File: src/rtl/alu_issue_stage.sv
// alu_issue_stage: decode/issue register stage feeding the 64-bit and 32-bit ALUs.
// Decodes RV64I OP / OP_32 / OP_IMM / OP_IMM_32 into a registered ALU bundle
// behind a valid/ready handshake.
// Optional feature: define ALU_ISSUE_SKID_EN to add a skid register so that
// in_ready becomes a registered signal with no combinational path from out_ready.
module alu_issue_stage #(
    parameter int XLEN = 64
) (
    input  logic            clk,
    input  logic            rst,
    input  logic            flush,
    input  logic            in_valid,
    output logic            in_ready,
    input  logic [31:0]     in_inst,
    input  logic [XLEN-1:0] in_rs1_data,
    input  logic [XLEN-1:0] in_rs2_data,
    output logic            out_valid,
    input  logic            out_ready,
    output logic [3:0]      out_alu_function,
    output logic [XLEN-1:0] out_operand_a,
    output logic [XLEN-1:0] out_operand_b,
    output logic            out_word,
    output logic [4:0]      out_rd,
    output logic            out_illegal
);

    localparam logic [6:0] OPC_OP        = 7'b0110011;
    localparam logic [6:0] OPC_OP_32     = 7'b0111011;
    localparam logic [6:0] OPC_OP_IMM    = 7'b0010011;
    localparam logic [6:0] OPC_OP_IMM_32 = 7'b0011011;

    typedef struct packed {
        logic [3:0]      func;
        logic [XLEN-1:0] a;
        logic [XLEN-1:0] b;
        logic            word;
        logic [4:0]      rd;
        logic            illegal;
    } bundle_t;

    logic [6:0] opcode;
    logic [2:0] funct3;
    logic [6:0] funct7;
    logic       is_reg;
    logic       is_imm;
    logic       is_word;
    logic       is_shift;
    logic       illegal;
    bundle_t    dec;
    bundle_t    out_q;
    logic       accept;

    assign opcode = in_inst[6:0];
    assign funct3 = in_inst[14:12];
    assign funct7 = in_inst[31:25];

    // Decode the incoming instruction into an ALU bundle; illegal encodings get a zero function and operand_b
    always_comb begin
        is_reg   = (opcode == OPC_OP) || (opcode == OPC_OP_32);
        is_imm   = (opcode == OPC_OP_IMM) || (opcode == OPC_OP_IMM_32);
        is_word  = (opcode == OPC_OP_32) || (opcode == OPC_OP_IMM_32);
        is_shift = is_imm && ((funct3 == 3'b001) || (funct3 == 3'b101));

        illegal = 1'b0;
        if (!is_reg && !is_imm)
            illegal = 1'b1;
        if (is_reg && (funct7 != 7'b0000000) && (funct7 != 7'b0100000))
            illegal = 1'b1;
        if (is_reg && (funct7 == 7'b0100000) && (funct3 != 3'b000) && (funct3 != 3'b101))
            illegal = 1'b1;
        if (is_word && (funct3 != 3'b000) && (funct3 != 3'b001) && (funct3 != 3'b101))
            illegal = 1'b1;
        if (is_shift && !is_word) begin
            if ((in_inst[31:26] != 6'b000000) && (in_inst[31:26] != 6'b010000))
                illegal = 1'b1;
            if ((in_inst[31:26] == 6'b010000) && (funct3 == 3'b001))
                illegal = 1'b1;
        end
        if (is_shift && is_word) begin
            if ((funct7 != 7'b0000000) && (funct7 != 7'b0100000))
                illegal = 1'b1;
            if ((funct7 == 7'b0100000) && (funct3 == 3'b001))
                illegal = 1'b1;
        end

        dec         = '0;
        dec.a       = in_rs1_data;
        dec.rd      = in_inst[11:7];
        dec.word    = is_word;
        dec.illegal = illegal;
        if (!illegal) begin
            dec.func = {(is_reg || (funct3 == 3'b101)) ? in_inst[30] : 1'b0, funct3};
            if (is_reg)
                dec.b = in_rs2_data;
            else if (is_shift && is_word)
                dec.b = {{(XLEN-5){1'b0}}, in_inst[24:20]};
            else if (is_shift)
                dec.b = {{(XLEN-6){1'b0}}, in_inst[25:20]};
            else
                dec.b = {{(XLEN-12){in_inst[31]}}, in_inst[31:20]};
        end
    end

`ifdef ALU_ISSUE_SKID_EN
    bundle_t skid_q;
    logic    skid_valid;

    assign in_ready = !skid_valid || flush;
    assign accept   = in_valid && in_ready && !flush;

    // Output plus skid register pair: a stalled output parks one extra entry in the skid, drained in order
    always_ff @(posedge clk or posedge rst) begin
        if (rst) begin
            out_valid  <= 1'b0;
            out_q      <= '0;
            skid_valid <= 1'b0;
            skid_q     <= '0;
        end else if (flush) begin
            out_valid  <= 1'b0;
            skid_valid <= 1'b0;
        end else if (!out_valid || out_ready) begin
            if (skid_valid) begin
                out_q      <= skid_q;
                out_valid  <= 1'b1;
                skid_valid <= 1'b0;
            end else if (accept) begin
                out_q     <= dec;
                out_valid <= 1'b1;
            end else begin
                out_valid <= 1'b0;
            end
        end else if (accept) begin
            skid_q     <= dec;
            skid_valid <= 1'b1;
        end
    end
`else
    assign in_ready = !out_valid || out_ready || flush;
    assign accept   = in_valid && in_ready && !flush;

    // Single output register: load on accept, drop valid once consumed, clear valid on flush
    always_ff @(posedge clk or posedge rst) begin
        if (rst) begin
            out_valid <= 1'b0;
            out_q     <= '0;
        end else if (flush) begin
            out_valid <= 1'b0;
        end else if (accept) begin
            out_q     <= dec;
            out_valid <= 1'b1;
        end else if (out_ready) begin
            out_valid <= 1'b0;
        end
    end
`endif

    assign out_alu_function = out_q.func;
    assign out_operand_a    = out_q.a;
    assign out_operand_b    = out_q.b;
    assign out_word         = out_q.word;
    assign out_rd           = out_q.rd;
    assign out_illegal      = out_q.illegal;

endmodule

File: config.mk
export PLATFORM = sky130hd
export DESIGN_NAME = alu_issue_stage
export DESIGN_NICKNAME = d
export VERILOG_FILES = /design/src/rtl/alu_issue_stage.sv
export SDC_FILE = /design/constraint.sdc
export NUM_CORES = 1
export LEC_CHECK = 0
export CAP_MARGIN = 5
export CORE_MARGIN = 1
export CORE_UTILIZATION = 40
export DETAILED_ROUTE_END_ITERATION = 10
export PLACE_DENSITY_LB_ADDON = 0.2
export SLEW_MARGIN = 40
export SYNTH_ARGS = -nofsm -noshare
export SYNTH_HDL_FRONTEND = slang
export SYNTH_SLANG_ARGS = --single-unit
File: constraint.sdc
create_clock -name clk -period 5.13 [get_ports clk]
set_clock_uncertainty 0.05 [all_clocks]
set_input_delay 0.7695 -clock clk [delete_from_list [all_inputs] [get_ports clk]]
set_output_delay 0.7695 -clock clk [all_outputs]
set_load 0.03 [all_outputs]
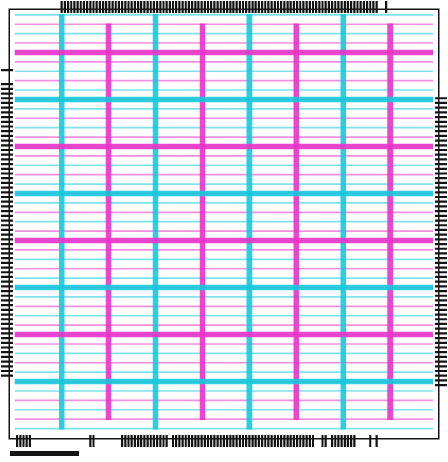
(images/pdn.png)
Scale bar: 20 um. Pins as bars on the die edge.
colour	net
cyan	VSS
magenta	VDD
rows	44
met5 straps	8
signal pins	306

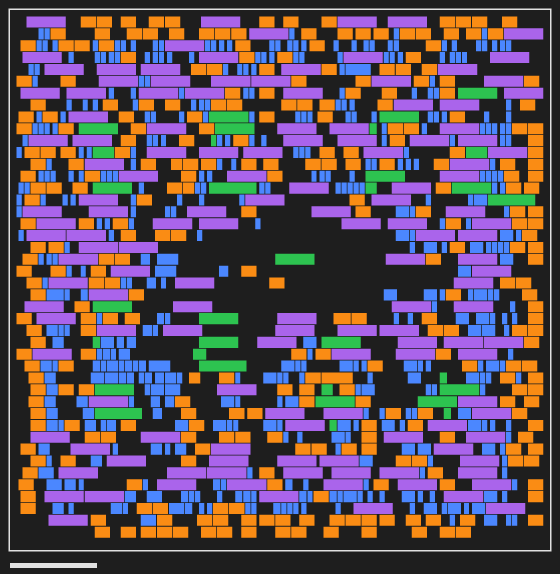
(images/cell_classes.png)
Scale bar: 20 um.
colour	class	cells
green	clock drivers and dummy loads	32
orange	other buffers and delay cells	305
blue	all other logic	450
purple	flip-flops	140

==> results.txt <==
run metrics: status=finished, final reports clean, net load switching power=840.7 uW, Hold Violations, Final=0, first-pass GRT wire length=26040 um, Setup crit end=in_ready, tap cell count=184, max-slew violations=0, logic share of the area=0.2225, Area Growth Syn to Fin=61.28%, tool warnings=33, Routed Antenna Nets=0, mapped cell area=5933 um2, dominant logic cell type in the layout=clkdlybuf4s50_1, yosys xor share=0, VDD IR max=238.3 uV, Synth area leaders=dfrtp_1 59%, nand2_1 18%, o21ai_2 6.5%, nor2_1 3.5%, clkbuf_8 2.1%, vias in the first global route=5245, Non-clk bufs=305, register area share after synthesis=0.5905, Startpoint Class=input port, Gate Area=around 2100 um2, drt wl/cell=15.41 um, Routed WL=between 15000 and 20000 um, Top logic family=simple AND/OR/NAND/NOR gates, comb_multi_in=around 450, # clk buffers=20, final setup vio count=0, combinational group power=about 630 uW, top power group=clock, Hold Crit Start=out_operand_a[35], critical path arrival=2.30 ns, CP startpoint=out_ready, critical path, cell by cell=clkdlybuf4s50_1 > nand2b_1 > or2_2 > clkdlybuf4s50_1, PwrDens=329.4 nW/um2, DR top layer=met4, largest net degree at the start of global routing=118, placed cell count=between 1000 and 1500, postcts setup bufs=0, CP max-delay cell=clkdlybuf4s50_1, Leak Pwr=4.454 nW, Logic inverters=3, grt met1 use=0.2584, TritonCTS Sinks=~140, worst-case clock buffer depth=2, combinational share of power=0.201, Die Y=123.8 um, Clock Power Share=0.408, WP depth=4, post-layout period usage=0.6089, Max Fclk=320.2 MHz, Pwr Total=3.153 mW, final core occ=0.6609, top cell type by instance count after synthesis=nand2_1, TritonCTS clock tree=yes, HPWL after DPL=11930 um, cell taking the most area after synthesis=dfrtp_1, maxcap violations=0, total die size=around 15000 um2, #FFs+latches synth=roughly 140, Int Pwr=roughly 2.3 mW, Tightest Pin Transition=0.7701 ns, CP dominant cell by count=clkdlybuf4s50_1, WL met1=around 6700 um, Setup crit end kind=output pin, Skew-Pair Late Insertion Delay=0.41 ns, nets@finish=1079, power in the clock group=1.29 mW, Setup TNS=0 ns, DR iter-0 viols=~350, Max H-tree Level=4
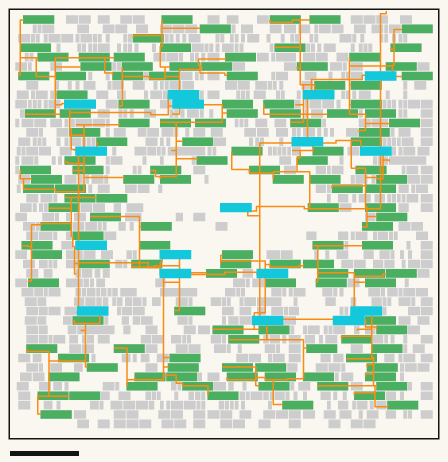
(images/clock_map.png)
Scale bar: 20 um.
[cyan] cells driving clock nets | count: 17
[orange] clock wires | length: 1700 um
[green] flip-flops | count: 140
routed clock nets	18
flops lie	widely spread

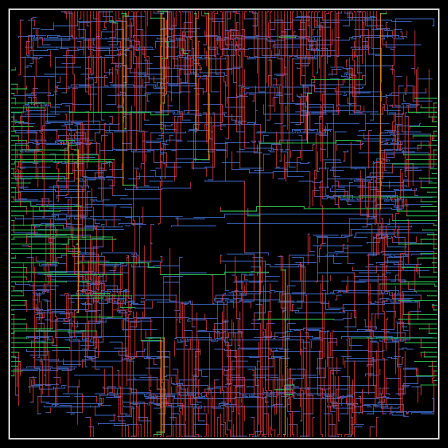
(images/metal_stack.png)
colour	layer	wire length
green	met3	1270 um
blue	met1	6650 um
orange	met4	510 um
red	met2	8690 um

Power is estimated from default activity; no workload was simulated.
